<file path="config.mk">
export PLATFORM = sky130hd
export DESIGN_NAME = res_stream_out_flat
export DESIGN_NICKNAME = d
export VERILOG_FILES = /design/src/rtl/scaler_pkg.sv /design/src/rtl/res_stream_out_if.sv /design/src/rtl/res_frame_mem.sv /design/src/rtl/res_stream_out.sv /design/src/flat_wrapper.sv
export SDC_FILE = /design/constraint.sdc
export NUM_CORES = 1
export LEC_CHECK = 0
export ABC_AREA = 0
export CELL_PAD_IN_SITES_DETAIL_PLACEMENT = 1
export CELL_PAD_IN_SITES_GLOBAL_PLACEMENT = 1
export CORE_UTILIZATION = 40
export CTS_CLUSTER_DIAMETER = 100
export DETAILED_ROUTE_END_ITERATION = 16
export DONT_BUFFER_PORTS = 1
export GPL_TIMING_DRIVEN = 0
export HOLD_SLACK_MARGIN = 0.03
export PLACE_DENSITY = 0.62
export SLEW_MARGIN = 10
export SYNTH_ARGS = -nofsm -noshare
export SYNTH_HDL_FRONTEND = slang
export SYNTH_HIERARCHICAL = 1
export SYNTH_SLANG_ARGS = --single-unit
</file>
<file path="constraint.sdc">
create_clock -name clk -period 3.85 [get_ports clk]
set_input_delay 0.77 -clock clk [delete_from_list [all_inputs] [get_ports clk]]
set_output_delay 0.77 -clock clk [all_outputs]
set_load 0.005 [all_outputs]
</file>
<file path="src/rtl/scaler_pkg.sv">
// Shared definitions for the scaler output path.
//   state_e           : readout FSM encoding (IDLE=0, LOAD=1, STREAM=2, DONE=3)
//   DataWDefault      : default bits per channel sample
//   index_width()     : width of a sample index for a W x H x CHANNEL frame, one spare bit
//                       so DEPTH itself is representable for range checks
//   mem_addr_width()  : address bits needed to index DEPTH storage entries (minimum 1)
package scaler_pkg;

    typedef enum logic [1:0] {
        StIdle   = 2'd0,
        StLoad   = 2'd1,
        StStream = 2'd2,
        StDone   = 2'd3
    } state_e;

    localparam int unsigned DataWDefault = 8;

    function automatic int unsigned index_width(input int unsigned w, input int unsigned h,
                                                input int unsigned ch);
        return $clog2(w * h * ch) + 1;
    endfunction

    function automatic int unsigned mem_addr_width(input int unsigned depth);
        return (depth > 1) ? $clog2(depth) : 1;
    endfunction

endpackage

</file>
<file path="src/rtl/res_stream_out_if.sv">
// Output stream of the scaler readout: valid/ready beats carrying one channel sample each,
// with frame/row markers.
//   m_valid : beat valid (master -> slave)
//   m_ready : beat accepted (slave -> master)
//   m_data  : channel sample
//   m_sof   : first beat of frame
//   m_eol   : last beat of a row
//   m_eof   : last beat of frame
interface res_stream_out_if
    import scaler_pkg::*;
#(
    parameter int unsigned DATA_W = DataWDefault
) ();

    logic              m_valid;
    logic              m_ready;
    logic [DATA_W-1:0] m_data;
    logic              m_sof;
    logic              m_eol;
    logic              m_eof;

    modport master (
        output m_valid,
        output m_data,
        output m_sof,
        output m_eol,
        output m_eof,
        input  m_ready
    );

    modport slave (
        input  m_valid,
        input  m_data,
        input  m_sof,
        input  m_eol,
        input  m_eof,
        output m_ready
    );

endinterface

</file>
<file path="src/rtl/res_frame_mem.sv">
// Frame store: DEPTH x DATA_W, one write port and one registered read port.
//   clk, rst : clock; asynchronous active-high reset (clears only the read register)
//   wr_en    : write strobe, wr_addr/wr_data written on the clock edge
//   rd_en    : load rd_data with mem[rd_addr] on the clock edge; rd_data holds otherwise
//   rd_data  : registered read data
module res_frame_mem #(
    parameter int unsigned DEPTH  = 16,
    parameter int unsigned DATA_W = 8,
    parameter int unsigned MAW    = 4
) (
    input  logic              clk,
    input  logic              rst,
    input  logic              wr_en,
    input  logic [MAW-1:0]    wr_addr,
    input  logic [DATA_W-1:0] wr_data,
    input  logic              rd_en,
    input  logic [MAW-1:0]    rd_addr,
    output logic [DATA_W-1:0] rd_data
);

    logic [DATA_W-1:0] mem [DEPTH];

    // Storage array has no reset so it can map onto RAM.
    always_ff @(posedge clk) begin
        if (wr_en) begin
            mem[wr_addr] <= wr_data;
        end
    end

    // The read register doubles as the stream data register: holding it while rd_en is low
    // keeps m_data stable under backpressure.
    always_ff @(posedge clk or posedge rst) begin
        if (rst) begin
            rd_data <= '0;
        end else if (rd_en) begin
            rd_data <= mem[rd_addr];
        end
    end

endmodule

</file>
<file path="src/rtl/res_stream_out.sv">
// Readout end of the scaler output buffer. Captures sample writes from the mapping FSM while
// idle, then on a frame_done rising edge streams the whole frame in raster order
// (pixel-major, channel-minor) with sof/eol/eof markers.
//   clk, rst   : clock; asynchronous active-high reset
//   wr_en      : sample write strobe (accepted only while idle and wr_addr < DEPTH)
//   wr_addr    : sample index ((y*W_out+x)*CHANNEL+c)
//   wr_data    : sample value
//   frame_done : level, rising edge starts one stream
//   m_if       : output stream (master side)
//   busy       : high while loading or streaming
module res_stream_out
    import scaler_pkg::*;
#(
    parameter int unsigned W_out   = 4,
    parameter int unsigned H_out   = 4,
    parameter int unsigned CHANNEL = 1,
    parameter int unsigned DATA_W  = DataWDefault,
    localparam int unsigned DEPTH  = W_out * H_out * CHANNEL,
    localparam int unsigned AW     = index_width(W_out, H_out, CHANNEL)
) (
    input  logic              clk,
    input  logic              rst,
    input  logic              wr_en,
    input  logic [AW-1:0]     wr_addr,
    input  logic [DATA_W-1:0] wr_data,
    input  logic              frame_done,
    res_stream_out_if.master  m_if,
    output logic              busy
);

    localparam int unsigned MAW = mem_addr_width(DEPTH);
    localparam int unsigned CW  = $clog2(CHANNEL) + 1;
    localparam int unsigned XW  = $clog2(W_out) + 1;
    localparam int unsigned YW  = $clog2(H_out) + 1;

    state_e          state_q, state_d;
    logic            fd_q;
    logic [AW-1:0]   idx_q, idx_d;
    logic [CW-1:0]   c_q, c_d;
    logic [XW-1:0]   x_q, x_d;
    logic [YW-1:0]   y_q, y_d;
    logic            valid_q, valid_d;

    logic            mem_wr_en;
    logic            rd_en;
    logic [MAW-1:0]  rd_addr;
    logic            last_c, last_x, last_y, last_beat, handshake;

    assign mem_wr_en = wr_en && (state_q == StIdle) && (wr_addr < AW'(DEPTH));

    assign last_c    = (c_q == CW'(CHANNEL - 1));
    assign last_x    = (x_q == XW'(W_out - 1));
    assign last_y    = (y_q == YW'(H_out - 1));
    assign last_beat = (idx_q == AW'(DEPTH - 1));
    assign handshake = valid_q && m_if.m_ready;

    res_frame_mem #(
        .DEPTH  (DEPTH),
        .DATA_W (DATA_W),
        .MAW    (MAW)
    ) u_mem (
        .clk     (clk),
        .rst     (rst),
        .wr_en   (mem_wr_en),
        .wr_addr (wr_addr[MAW-1:0]),
        .wr_data (wr_data),
        .rd_en   (rd_en),
        .rd_addr (rd_addr),
        .rd_data (m_if.m_data)
    );

    always_comb begin
        state_d = state_q;
        idx_d   = idx_q;
        c_d     = c_q;
        x_d     = x_q;
        y_d     = y_q;
        valid_d = valid_q;
        rd_en   = 1'b0;
        // Lookahead: on an accepted beat the read port fetches the following sample so the
        // next beat is ready one cycle later.
        rd_addr = MAW'(idx_q + AW'(1));

        unique case (state_q)
            StIdle: begin
                if (frame_done && !fd_q) begin
                    idx_d   = '0;
                    state_d = StLoad;
                end
            end
            StLoad: begin
                rd_en   = 1'b1;
                rd_addr = '0;
                idx_d   = '0;
                c_d     = '0;
                x_d     = '0;
                y_d     = '0;
                valid_d = 1'b1;
                state_d = StStream;
            end
            StStream: begin
                if (handshake) begin
                    if (last_beat) begin
                        valid_d = 1'b0;
                        state_d = StDone;
                    end else begin
                        rd_en = 1'b1;
                        idx_d = idx_q + AW'(1);
                        if (last_c) begin
                            c_d = '0;
                            if (last_x) begin
                                x_d = '0;
                                y_d = last_y ? '0 : y_q + YW'(1);
                            end else begin
                                x_d = x_q + XW'(1);
                            end
                        end else begin
                            c_d = c_q + CW'(1);
                        end
                    end
                end
            end
            StDone: begin
                // A frame_done held high must not restart the stream.
                if (!frame_done) begin
                    state_d = StIdle;
                end
            end
            default: state_d = StIdle;
        endcase
    end

    always_ff @(posedge clk or posedge rst) begin
        if (rst) begin
            state_q <= StIdle;
            fd_q    <= 1'b0;
            idx_q   <= '0;
            c_q     <= '0;
            x_q     <= '0;
            y_q     <= '0;
            valid_q <= 1'b0;
        end else begin
            state_q <= state_d;
            fd_q    <= frame_done;
            idx_q   <= idx_d;
            c_q     <= c_d;
            x_q     <= x_d;
            y_q     <= y_d;
            valid_q <= valid_d;
        end
    end

    // Markers come from the position counters of the presented beat, gated by valid so they
    // read 0 outside a beat.
    assign m_if.m_valid = valid_q;
    assign m_if.m_sof   = valid_q && (c_q == '0) && (x_q == '0) && (y_q == '0);
    assign m_if.m_eol   = valid_q && last_c && last_x;
    assign m_if.m_eof   = valid_q && last_c && last_x && last_y;

    assign busy = (state_q == StLoad) || (state_q == StStream);

endmodule

</file>
<file path="src/flat_wrapper.sv">
// flat-port wrapper written by rule: the top's interface ports become plain ports
module res_stream_out_flat import scaler_pkg::*;
#(
    parameter int unsigned W_out   = 4,
    parameter int unsigned H_out   = 4,
    parameter int unsigned CHANNEL = 1,
    parameter int unsigned DATA_W  = DataWDefault,
    localparam int unsigned DEPTH  = W_out * H_out * CHANNEL,
    localparam int unsigned AW     = index_width(W_out, H_out, CHANNEL)
)
  (clk, rst, wr_en, wr_addr, wr_data, frame_done, busy, m_if_m_valid, m_if_m_data, m_if_m_sof, m_if_m_eol, m_if_m_eof, m_if_m_ready);
  res_stream_out_if #(.DATA_W(DATA_W)) m_if_i ();
  input  logic clk;
  input  logic rst;
  input  logic wr_en;
  input  logic [AW-1:0] wr_addr;
  input  logic [DATA_W-1:0] wr_data;
  input  logic frame_done;
  output logic busy;
  output wire logic [$bits(m_if_i.m_valid)-1:0] m_if_m_valid;
  output wire logic [$bits(m_if_i.m_data)-1:0] m_if_m_data;
  output wire logic [$bits(m_if_i.m_sof)-1:0] m_if_m_sof;
  output wire logic [$bits(m_if_i.m_eol)-1:0] m_if_m_eol;
  output wire logic [$bits(m_if_i.m_eof)-1:0] m_if_m_eof;
  input wire logic [$bits(m_if_i.m_ready)-1:0] m_if_m_ready;
  assign m_if_m_valid = m_if_i.m_valid;
  assign m_if_m_data = m_if_i.m_data;
  assign m_if_m_sof = m_if_i.m_sof;
  assign m_if_m_eol = m_if_i.m_eol;
  assign m_if_m_eof = m_if_i.m_eof;
  assign m_if_i.m_ready = m_if_m_ready;
  res_stream_out #(.W_out(W_out), .H_out(H_out), .CHANNEL(CHANNEL), .DATA_W(DATA_W)) u_core (.clk(clk), .rst(rst), .wr_en(wr_en), .wr_addr(wr_addr), .wr_data(wr_data), .frame_done(frame_done), .m_if(m_if_i), .busy(busy));
endmodule
</file>
run_1/cell_density.png
The die is cut into 13 by 13 equal tiles; white is low, dark blue is high, 0 to 100% covered.
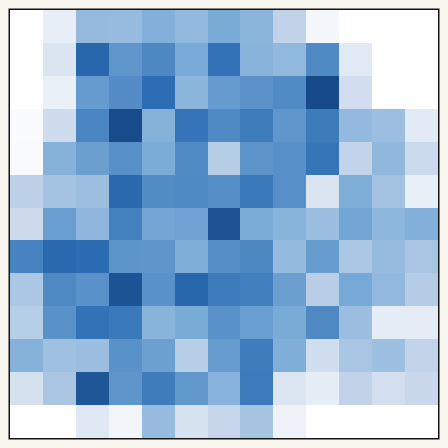
densest ninth of the die = center
tiles over 75% full = 6.5%
mean over tiles = 42%
fin util: 46.9%
core area: 15300 um2

run_1/detail.png
Window x 86 to 106, y 86 to 106 um. Cells in gray, sequential cells in the stronger gray; small squares are vias.
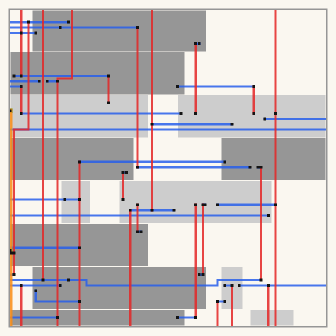
green -> metal 3
orange -> metal 4
blue -> metal 1
red -> metal 2
cells with their middle in the window = 11
most frequent = edfxtp_1 (6), mux4_1 (2)
sequential cells in the window = 6
netlist names of flops here include = `u_core/u_mem/mem` (6)

==> results.json, run 1 <==
{
  "p_seq_share_pct": 39.1,
  "reg2reg_from": "u_core/idx_q[0]",
  "slew_headroom_pct": 37.1,
  "critical_path_class": "flop to flop",
  "top_cell_area_share_pct": 60.8,
  "drt_iter0_markers": 197,
  "synthTopCellsByCount": "128 x edfxtp_1, 33 x nor2_1, 26 x mux4_2, 23 x dfrtp_1, 14 x inv_1",
  "rsz0062_at_grt": "false",
  "status": "completed",
  "fin_total_pwr_mw": 4.98,
  "insertion_delay_ns": 0.41,
  "power-top-group": "registers",
  "drt-met1-wl_um": 6130,
  "pg_clk_mw": 1.58,
  "cts_tree": "done",
  "nClkBuffers": 20,
  "buf_share_pct": 2.04,
  "grt_pass1_wl_um": 20500,
  "final_nets": 396,
  "final_cells": 591,
  "most_common_cell": "edfxtp_1",
  "setup_viol_count_final": 0,
  "viasPerCell": 5.29,
  "top_area_cell_class": "registers",
  "routed-wl-met2_um": 6420,
  "seq_share_pct": 61.6,
  "ys_cells": 347,
  "drt_wl_total_um": 13300,
  "ys_sh_xor_pct": 0.277,
  "yosys_area_um2": 6320
}
run_1/io_placement.png
The bar under the picture is 50 um long. Pins as bars across the die edge, other pins in gray.
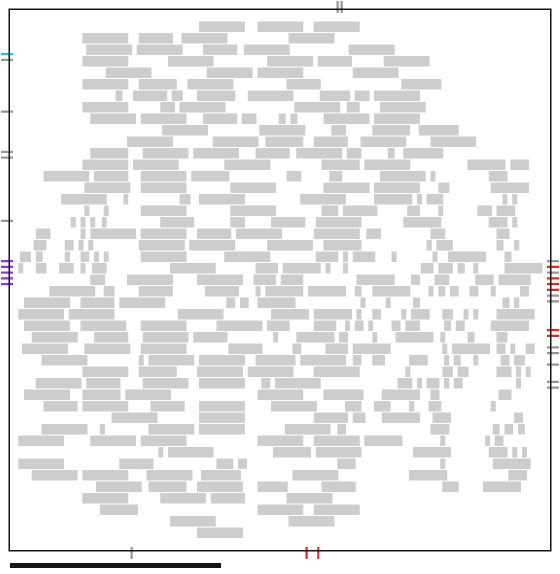
red -> `m_if_m_data`  # pins 8, direction output, edge 6 right, 2 bottom
purple -> `wr_addr`  # pins 5, direction input, edge left
cyan -> `clk`  # pins 1, direction input, edge left

==> run 2: changes to the inputs <==
--- a/config.mk
+++ b/config.mk
@@ -14,7 +14,7 @@
 export DONT_BUFFER_PORTS = 1
 export GPL_TIMING_DRIVEN = 0
 export HOLD_SLACK_MARGIN = 0.03
-export PLACE_DENSITY = 0.62
+export PLACE_DENSITY = 0.64
 export SLEW_MARGIN = 10
 export SYNTH_ARGS = -nofsm -noshare
 export SYNTH_HDL_FRONTEND = slang
==> constraint.sdc (replaced) <==
create_clock -name clk -period 2.45 [get_ports clk]
set_input_delay 0.49 -clock clk [delete_from_list [all_inputs] [get_ports clk]]
set_output_delay 0.49 -clock clk [all_outputs]
set_load 0.005 [all_outputs]
==> results.json, run 2 <==
{
  "drt_iter0_markers": 166,
  "critical_path_class": "flop to flop",
  "seq_area_um2": 4420,
  "buf_share_pct": 2.41,
  "ys_cells": 347,
  "pg_clk_mw": 2.61,
  "ys_sh_xor_pct": 0.277,
  "final_nets": 396,
  "final_cells": 591,
  "setup_viol_count_final": 0,
  "slew_headroom_pct": 57.3,
  "most_common_cell": "edfxtp_1",
  "drt-met1-wl_um": 5650,
  "routed-wl-met2_um": 6910,
  "cts_tree": "done",
  "top_area_cell_class": "registers",
  "core-area_um2": 15300,
  "fin_total_pwr_mw": 8.07,
  "power-top-group": "registers",
  "viasPerCell": 5.37,
  "reg2reg_from": "u_core/state_q[1]",
  "rsz0062_at_grt": "true",
  "nMultiInputCombCells": 166,
  "status": "completed"
}
run_2/flops_by_reg.png
The bar under the picture is 50 um long. Other sequential cells in the stronger gray, the rest of the logic in the fainter gray.
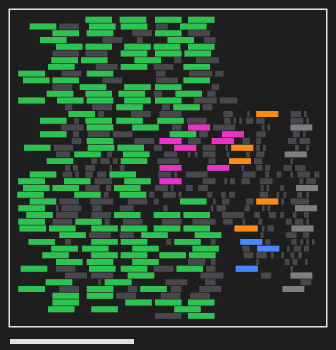
blue -> `u_core/x_q`  # placed flops 3
green -> `u_core/u_mem/mem`  # placed flops 128
magenta -> `u_core/u_mem/rd_data`  # placed flops 8, where center
orange -> `u_core/idx_q`  # placed flops 5, where middle right
not colored = 7

run_2/placement.png
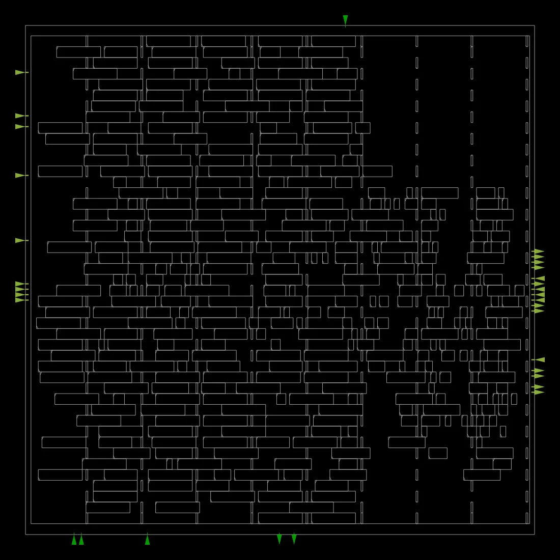
fillers: 1475
fin util: 48.1%
FP Rows: 45
fraction of area in registers: 60.1%
sequential cell count: 151

==> run 3: changes to the inputs <==
--- a/config.mk
+++ b/config.mk
@@ -8,13 +8,13 @@
 export ABC_AREA = 0
 export CELL_PAD_IN_SITES_DETAIL_PLACEMENT = 1
 export CELL_PAD_IN_SITES_GLOBAL_PLACEMENT = 1
-export CORE_UTILIZATION = 40
+export CORE_UTILIZATION = 49
 export CTS_CLUSTER_DIAMETER = 100
 export DETAILED_ROUTE_END_ITERATION = 16
 export DONT_BUFFER_PORTS = 1
 export GPL_TIMING_DRIVEN = 0
 export HOLD_SLACK_MARGIN = 0.03
-export PLACE_DENSITY = 0.64
+export PLACE_DENSITY = 0.76
 export SLEW_MARGIN = 10
 export SYNTH_ARGS = -nofsm -noshare
 export SYNTH_HDL_FRONTEND = slang
==> results.json, run 3 <==
{
  "simple_gate_share_pct": 6.10,
  "final_cells": 561,
  "core-area_um2": 12600,
  "ys_sh_xor_pct": 0.277,
  "routed-wl-met2_um": 7130,
  "status": "completed",
  "top_area_cell_class": "registers",
  "rsz0062_at_grt": "false",
  "p_leak_nw": 2.55,
  "setup_viol_count_final": 0,
  "inv_count": 14,
  "critical_path_class": "flop to flop",
  "drt_iter0_markers": 255,
  "place_inst": 519,
  "rows": 41,
  "post-route-util_pct": 59.6,
  "final_cell_mix": "128 x edfxtp_1, 26 x mux4_2, 23 x dfrtp_1, 19 x nor2_1, 17 x clkbuf_16",
  "pg_clk_mw": 2.55,
  "seq_area_um2": 4420,
  "fin_total_pwr_mw": 8.08,
  "flop-count": 151,
  "drt-met1-wl_um": 6210,
  "final_nets": 407,
  "viasPerCell": 5.86,
  "ys_cells": 347,
  "wl_met3_um": 816,
  "buf_share_pct": 4.76,
  "cts_tree": "done",
  "reg2reg_from": "u_core/state_q[0]",
  "nMultiInputCombCells": 166
}
run_3/sizes.png
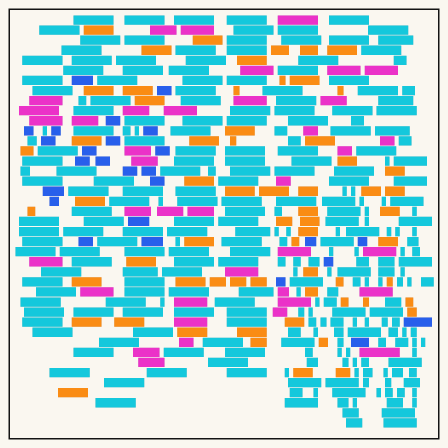
magenta -> _6 and larger  # cells 38, share 9.8%, most used clkbuf_16
blue -> _3 and _4 cells  # cells 26, share 6.7%, most used nor2_4
orange -> _2 cells  # cells 62, share 16%, most used mux4_2
cyan -> _0 and _1 cells  # cells 263, share 68%, most used edfxtp_1
area grow syn2layout: 19.0%
post-route setup slack: 0.103 ns
Final Cell Area: 7520 um2
non-clock buffer total of the final layout: 28

run_3/detail.png
Window x 77 to 97, y 77 to 97 um. Cells in gray, sequential cells in the stronger gray; small squares are vias.
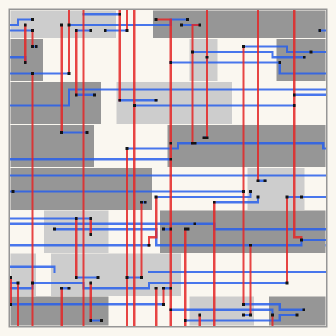
blue -> metal 1
red -> metal 2
most frequent = edfxtp_1 (6), buf_6 (2), mux4_2 (2)
cells with their middle in the window = 13
netlist names of flops here include = `u_core/u_mem/mem` (6)
sequential cells in the window = 6

Power figures rest on the tool's default switching activity, not on a simulated workload.
